## src/rtl/keccak_pkg.sv

```systemverilog
// keccak_pkg: shared constants and types for the SHAKE absorb pipeline.
//   w               lane/word width
//   RATE_SHAKE128   input buffer width (widest rate)
//   RATE_SHAKE256   SHAKE256 rate in bits
//   MODE_*          operation mode encodings
//   RATE_WORDS_*    rate expressed in w-bit words
//   PAD_*           padding bytes (domain/pad start, final bit)
//   load_state_t    load_fsm state encoding
package keccak_pkg;

    localparam int w             = 64;
    localparam int RATE_SHAKE128 = 1344;
    localparam int RATE_SHAKE256 = 1088;

    localparam logic [1:0] MODE_SHAKE128 = 2'b00;
    localparam logic [1:0] MODE_SHAKE256 = 2'b01;

    localparam logic [4:0] RATE_WORDS_128 = 5'd21;
    localparam logic [4:0] RATE_WORDS_256 = 5'd17;

    localparam logic [7:0] PAD_DOMAIN = 8'h1F;
    localparam logic [7:0] PAD_FINAL  = 8'h80;

    typedef enum logic [1:0] {
        LOAD     = 2'd0,
        HANDOFF  = 2'd1,
        PAD_ONLY = 2'd2
    } load_state_t;

    // Any encoding other than SHAKE128 is handled as SHAKE256.
    function automatic logic [1:0] norm_mode(input logic [1:0] m);
        return (m == MODE_SHAKE128) ? MODE_SHAKE128 : MODE_SHAKE256;
    endfunction

    function automatic logic [4:0] rate_words(input logic [1:0] m);
        return (m == MODE_SHAKE128) ? RATE_WORDS_128 : RATE_WORDS_256;
    endfunction

endpackage

```

## src/rtl/load_stage_if.sv

```systemverilog
// load_stage_if: source-side word handshake plus block handoff to the
// permutation stage.
//   slave  : the load stage (consumes words, produces blocks)
//   master : the environment (word source and permutation-side sink)
interface load_stage_if;
    import keccak_pkg::*;

    logic [w-1:0]             data_in;
    logic                     valid_in;
    logic                     last_in;
    logic [3:0]               last_bytes;
    logic [1:0]               operation_mode_in;
    logic                     ready_out;
    logic [RATE_SHAKE128-1:0] input_buffer_out;
    logic [1:0]               operation_mode_out;
    logic                     input_buffer_last;
    logic                     input_buffer_we;
    logic                     input_buffer_available_wr;

    modport slave (
        input  data_in, valid_in, last_in, last_bytes, operation_mode_in,
        input  input_buffer_available_wr,
        output ready_out, input_buffer_out, operation_mode_out,
        output input_buffer_last, input_buffer_we
    );

    modport master (
        output data_in, valid_in, last_in, last_bytes, operation_mode_in,
        output input_buffer_available_wr,
        input  ready_out, input_buffer_out, operation_mode_out,
        input  input_buffer_last, input_buffer_we
    );

endinterface

```

## src/rtl/load_datapath.sv

```systemverilog
// load_datapath: rate buffer, word counter, byte masking and padding.
//   inputs : accept/first/clear/pad_only from load_fsm, message word fields
//   outputs: buffer_out (buffer with final bit OR'd in), mode_out, last_out,
//            blk_done / set_pad (decode of the word currently offered)
module load_datapath
    import keccak_pkg::*;
(
    input  logic                     clk,
    input  logic                     rst,
    input  logic                     accept,
    input  logic                     first,
    input  logic                     clear,
    input  logic                     pad_only,
    input  logic [w-1:0]             data_in,
    input  logic                     last_in,
    input  logic [3:0]               last_bytes,
    input  logic [1:0]               mode_in,
    output logic [RATE_SHAKE128-1:0] buffer_out,
    output logic [1:0]               mode_out,
    output logic                     last_out,
    output logic                     blk_done,
    output logic                     set_pad
);

    localparam logic [RATE_SHAKE128-1:0] FINAL_128 =
        {PAD_FINAL, {(RATE_SHAKE128-8){1'b0}}};
    localparam logic [RATE_SHAKE128-1:0] FINAL_256 =
        {{(RATE_SHAKE128-RATE_SHAKE256){1'b0}}, PAD_FINAL, {(RATE_SHAKE256-8){1'b0}}};

    logic [RATE_SHAKE128-1:0] buf_q;
    logic [4:0]               word_cnt;
    logic [1:0]               eff_mode;
    logic [4:0]               rw;
    int                       k_int;
    logic                     full_last;
    logic                     word_fills;
    logic [w-1:0]             word_val;
    logic [10:0]              base_cur;
    logic [10:0]              base_nxt;

    always_comb begin
        // The first word of a message must already use its own mode's rate.
        eff_mode   = first ? norm_mode(mode_in) : mode_out;
        rw         = rate_words(eff_mode);
        k_int      = (last_bytes > 4'd8) ? 8 : int'(last_bytes);
        full_last  = last_in && (k_int == 8);
        word_fills = (word_cnt == rw - 5'd1);
        blk_done   = accept && (last_in || word_fills);
        set_pad    = accept && full_last && word_fills;
        base_cur   = {word_cnt, 6'd0};
        base_nxt   = {word_cnt + 5'd1, 6'd0};
        word_val   = data_in;
        if (last_in && !full_last) begin
            for (int j = 0; j < 8; j++) begin
                if (j == k_int) begin
                    word_val[8*j +: 8] = PAD_DOMAIN;
                end else if (j > k_int) begin
                    word_val[8*j +: 8] = 8'h00;
                end
            end
        end
    end

    always_ff @(posedge clk) begin
        if (rst) begin
            buf_q    <= '0;
            word_cnt <= '0;
            mode_out <= MODE_SHAKE128;
            last_out <= 1'b0;
        end else if (clear) begin
            buf_q    <= '0;
            word_cnt <= '0;
            last_out <= 1'b0;
        end else if (pad_only) begin
            buf_q[7:0] <= PAD_DOMAIN;
            last_out   <= 1'b1;
        end else if (accept) begin
            buf_q[base_cur +: w] <= word_val;
            // Full final word with room left: padding starts the next word.
            if (full_last && !word_fills) begin
                buf_q[base_nxt +: 8] <= PAD_DOMAIN;
            end
            word_cnt <= word_cnt + 5'd1;
            if (first) begin
                mode_out <= eff_mode;
            end
            last_out <= last_in && !(full_last && word_fills);
        end
    end

    always_comb begin
        buffer_out = buf_q;
        if (last_out) begin
            buffer_out = buf_q | ((mode_out == MODE_SHAKE128) ? FINAL_128 : FINAL_256);
        end
    end

endmodule

```

## src/rtl/load_fsm.sv

```systemverilog
// load_fsm: sequencing for the absorb input stage.
//   inputs : valid_in, avail (downstream can take a block), blk_done /
//            set_pad (decoded by the datapath for the word being accepted),
//            last_blk (the block held is the final one of its message)
//   outputs: ready_out, we (handoff strobe), accept, first (next accepted
//            word starts a message), pad_only (pad-only block is being built)
//
// state    | meaning
// ---------+-----------------------------------------------------------
// LOAD     | accepting words into the buffer
// HANDOFF  | block complete, waiting for downstream, strobe when available
// PAD_ONLY | build a block holding only padding (message ended on a rate
//          | boundary with a full final word)
module load_fsm
    import keccak_pkg::*;
(
    input  logic clk,
    input  logic rst,
    input  logic valid_in,
    input  logic avail,
    input  logic blk_done,
    input  logic set_pad,
    input  logic last_blk,
    output logic ready_out,
    output logic we,
    output logic accept,
    output logic first,
    output logic pad_only
);

    load_state_t state_q, state_d;
    logic        in_msg_q, in_msg_d;
    logic        pad_pending_q, pad_pending_d;

    assign ready_out = (state_q == LOAD) && !rst;
    assign accept    = valid_in && ready_out;
    assign we        = (state_q == HANDOFF) && avail && !rst;
    assign first     = !in_msg_q;
    assign pad_only  = (state_q == PAD_ONLY);

    always_ff @(posedge clk) begin
        if (rst) begin
            state_q       <= LOAD;
            in_msg_q      <= 1'b0;
            pad_pending_q <= 1'b0;
        end else begin
            state_q       <= state_d;
            in_msg_q      <= in_msg_d;
            pad_pending_q <= pad_pending_d;
        end
    end

    always_comb begin
        state_d       = state_q;
        in_msg_d      = in_msg_q;
        pad_pending_d = pad_pending_q;
        case (state_q)
            LOAD: begin
                if (accept) begin
                    in_msg_d = 1'b1;
                end
                if (blk_done) begin
                    state_d       = HANDOFF;
                    pad_pending_d = set_pad;
                end
            end
            HANDOFF: begin
                if (avail) begin
                    if (pad_pending_q) begin
                        state_d = PAD_ONLY;
                    end else begin
                        state_d = LOAD;
                        if (last_blk) begin
                            in_msg_d = 1'b0;
                        end
                    end
                end
            end
            PAD_ONLY: begin
                state_d       = HANDOFF;
                pad_pending_d = 1'b0;
            end
            default: state_d = LOAD;
        endcase
    end

endmodule

```

## src/rtl/load_stage.sv

```systemverilog
// load_stage: SHAKE absorb input stage. Packs w-bit words into a rate block,
// applies SHAKE padding and hands blocks downstream with a one-cycle strobe.
//   clk, rst : clock, synchronous active-high reset
//   bus      : load_stage_if.slave (word handshake and block handoff)
module load_stage
    import keccak_pkg::*;
(
    input  logic         clk,
    input  logic         rst,
    load_stage_if.slave  bus
);

    logic accept;
    logic first;
    logic clear;
    logic pad_only;
    logic blk_done;
    logic set_pad;

    assign bus.input_buffer_we = clear;

    load_fsm u_fsm (
        .clk       (clk),
        .rst       (rst),
        .valid_in  (bus.valid_in),
        .avail     (bus.input_buffer_available_wr),
        .blk_done  (blk_done),
        .set_pad   (set_pad),
        .last_blk  (bus.input_buffer_last),
        .ready_out (bus.ready_out),
        .we        (clear),
        .accept    (accept),
        .first     (first),
        .pad_only  (pad_only)
    );

    load_datapath u_dp (
        .clk        (clk),
        .rst        (rst),
        .accept     (accept),
        .first      (first),
        .clear      (clear),
        .pad_only   (pad_only),
        .data_in    (bus.data_in),
        .last_in    (bus.last_in),
        .last_bytes (bus.last_bytes),
        .mode_in    (bus.operation_mode_in),
        .buffer_out (bus.input_buffer_out),
        .mode_out   (bus.operation_mode_out),
        .last_out   (bus.input_buffer_last),
        .blk_done   (blk_done),
        .set_pad    (set_pad)
    );

endmodule

```

## src/flat_wrapper.sv

```systemverilog
// flat-port wrapper written by rule: the top's interface ports become plain ports
module load_stage_flat import keccak_pkg::*;
  (clk, rst, bus_data_in, bus_valid_in, bus_last_in, bus_last_bytes, bus_operation_mode_in, bus_input_buffer_available_wr, bus_ready_out, bus_input_buffer_out, bus_operation_mode_out, bus_input_buffer_last, bus_input_buffer_we);
  load_stage_if bus_i ();
  input  logic clk;
  input  logic rst;
  input wire logic [$bits(bus_i.data_in)-1:0] bus_data_in;
  input wire logic [$bits(bus_i.valid_in)-1:0] bus_valid_in;
  input wire logic [$bits(bus_i.last_in)-1:0] bus_last_in;
  input wire logic [$bits(bus_i.last_bytes)-1:0] bus_last_bytes;
  input wire logic [$bits(bus_i.operation_mode_in)-1:0] bus_operation_mode_in;
  input wire logic [$bits(bus_i.input_buffer_available_wr)-1:0] bus_input_buffer_available_wr;
  output wire logic [$bits(bus_i.ready_out)-1:0] bus_ready_out;
  output wire logic [$bits(bus_i.input_buffer_out)-1:0] bus_input_buffer_out;
  output wire logic [$bits(bus_i.operation_mode_out)-1:0] bus_operation_mode_out;
  output wire logic [$bits(bus_i.input_buffer_last)-1:0] bus_input_buffer_last;
  output wire logic [$bits(bus_i.input_buffer_we)-1:0] bus_input_buffer_we;
  assign bus_i.data_in = bus_data_in;
  assign bus_i.valid_in = bus_valid_in;
  assign bus_i.last_in = bus_last_in;
  assign bus_i.last_bytes = bus_last_bytes;
  assign bus_i.operation_mode_in = bus_operation_mode_in;
  assign bus_i.input_buffer_available_wr = bus_input_buffer_available_wr;
  assign bus_ready_out = bus_i.ready_out;
  assign bus_input_buffer_out = bus_i.input_buffer_out;
  assign bus_operation_mode_out = bus_i.operation_mode_out;
  assign bus_input_buffer_last = bus_i.input_buffer_last;
  assign bus_input_buffer_we = bus_i.input_buffer_we;
  load_stage u_core (.clk(clk), .rst(rst), .bus(bus_i));
endmodule
```

## config.mk

```make
export PLATFORM = sky130hd
export DESIGN_NAME = load_stage_flat
export DESIGN_NICKNAME = d
export VERILOG_FILES = /design/src/rtl/keccak_pkg.sv /design/src/rtl/load_stage_if.sv /design/src/rtl/load_datapath.sv /design/src/rtl/load_fsm.sv /design/src/rtl/load_stage.sv /design/src/flat_wrapper.sv
export SDC_FILE = /design/constraint.sdc
export NUM_CORES = 2
export LEC_CHECK = 0
export ABC_CLOCK_PERIOD_IN_PS = 6300
export CELL_PAD_IN_SITES_DETAIL_PLACEMENT = 2
export CELL_PAD_IN_SITES_GLOBAL_PLACEMENT = 2
export CORE_AREA = 2 2 552 554
export CTS_BUF_LIST = sky130_fd_sc_hd__clkbuf_2 sky130_fd_sc_hd__clkbuf_4 sky130_fd_sc_hd__clkbuf_8
export CTS_CLUSTER_SIZE = 8
export DETAILED_ROUTE_END_ITERATION = 12
export DIE_AREA = 0 0 554 556
export HOLD_SLACK_MARGIN = 0.03
export PLACE_DENSITY = 0.7
export SYNTH_ARGS = -nofsm -noshare
export SYNTH_HDL_FRONTEND = slang
export SYNTH_SLANG_ARGS = --single-unit
```

## constraint.sdc

```tcl
create_clock -name clk -period 6.3 [get_ports clk]
set_input_delay 1.26 -clock clk [delete_from_list [all_inputs] [get_ports clk]]
set_output_delay 1.26 -clock clk [all_outputs]
set_load 0.02 [all_outputs]
```

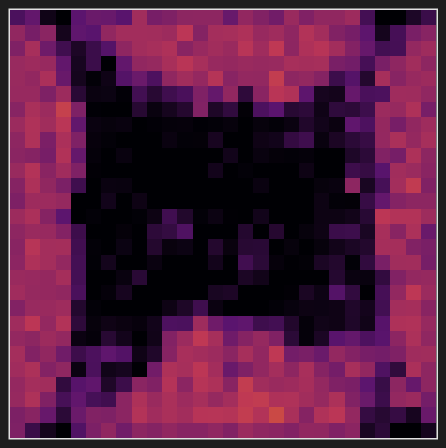
Figure 1: cell area per tile.
28 x 28 tiles, from black (low) to pale yellow (high), 0 to 100% covered.
densest ninth of the die	south
nearly empty tiles	22%
fullest tile	55%
mean over tiles	23%

==> flow_summary.yaml <==
# yosys + openroad results
critical_path:
  r2r_setup_slack_ns: 1.32
  critical_path_arrival_ns: 5.87
  cpMaxStageDelayCell: "ha_1"
  cp_cell_sequence: "inv_1 -> ha_1 -> nand2b_4 -> o21bai_1 -> a32o_1 -> nor4_4 -> nand2_1 -> a221oi_1"
  worstRegToRegCells: 8
  path_class: "reg2reg"
  r2r-start: "u_core.u_dp.word_cnt[1]"
global_route:
  gr-usage-all-layers_pct: 24.2
sta:
  final.setup.tns_ns: 0
  slew_headroom_pct: 13.7
  finalHoldViolCount: 0
  setup_violations: 0
  grt_setup_unrepaired: "false"
final_layout:
  logic_area_um2: 21300
  final.clkbuf_count: 430
  ff_latch_area_um2: 27100
  sh_seq_area_pct: 35.7
  inverters: 7
  buffer_area_share_pct: 21.7
  fillers: 34500
  sh_comb_area_pct: 28.1
status:
  status: "finished clean"
placed_design:
  dp_slack_ns: 0.770
  dp_hpwl_mm: 280
die:
  rows: 202
  ios: 1424
power:
  p_total_mw: 20.1
  ir_worst_vdd_mv: 0.135
drt:
  first_iter_violations: 3714
  drtPass1Iterations: 6
flow_run:
  warning_count: 53
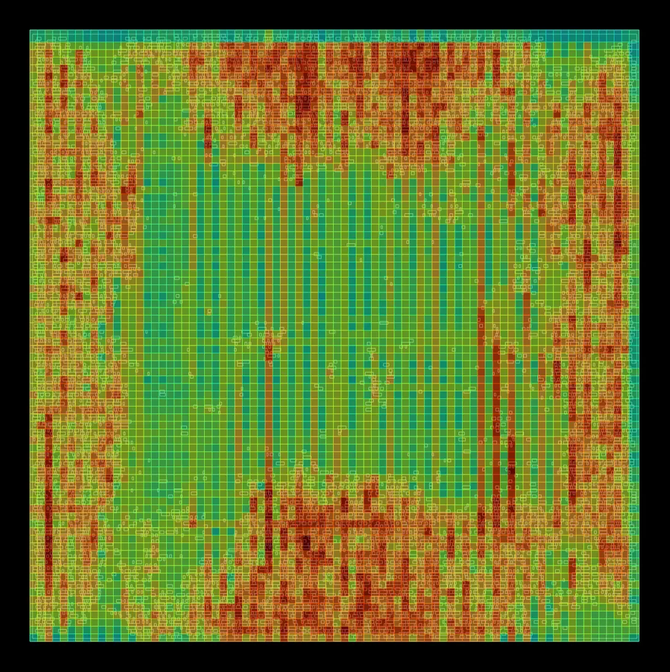
Figure 2: track usage over the die.
Post-Route Utilization: 25.2%
busiest layer in global routing: met2
met2 Usage GRT: 39.8%

[cell usage after synthesis, drive strengths merged, types with 7 or more instances]
cell	count	area share (%)
nor3	83	0.72
a41oi	10	0.16
a211oi	123	1.5
a32o	16	0.27
a22o	13	0.19
nor2	429	2.7
clkbuf	454	2.8
nor2b	8	0.083
a22oi	37	0.46
o221a	15	0.28
nand2	1791	11
a21boi	12	0.15
o21a	23	0.29
a221oi	10	0.15
and2	7	0.073
dfxtp	1356	45
nand2b	8	0.083
nor4	7	0.12
nand4	7	0.073
buf	1422	17
o21ai	46	0.38
a31oi	24	0.25
inv	7	0.044
a21oi	1136	9.5
nand3	437	3.6
or3	35	0.37
[worst reg2reg max path, stage by stage (launching register included)]
cell and delay, ns:
dfxtp_1 0.82, inv_1 0.28, ha_1 0.97, nand2b_4 0.61, o21bai_1 0.17, a32o_1 0.46
nor4_4 0.71, nand2_1 0.43, a221oi_1 0.40
[logic make-up after synthesis]
family | count (synthesis) | share of synthesized area, %
simple gates | 2849 | 19.6
buf+inv | 1883 | 20.3
fa+ha+maj | 6 | 0.125
xor+xnor | 7 | 0.150
compound gates | 1520 | 14.5
mux | 6 | 0.111
flops | 1356 | 45.3
[layer usage]
metal  up-vias  global-route usage (%)  share of wire (%)
met5         -                       0              0.043
met4        22                    10.5                4.6
met3       558                    7.99                8.4
met2      2198                    39.8                 46
met1     28100                    28.7                 41
li1      24000                       -                  -
[where the power goes]
group	switching, mW	internal, mW	leakage [nW]
sequential	0.0224	8.61	10.9
clock	4.49	5.69	3.13
combinational	1.01	0.265	10.2
No activity file was given, so power comes from the tool's default toggle rates.
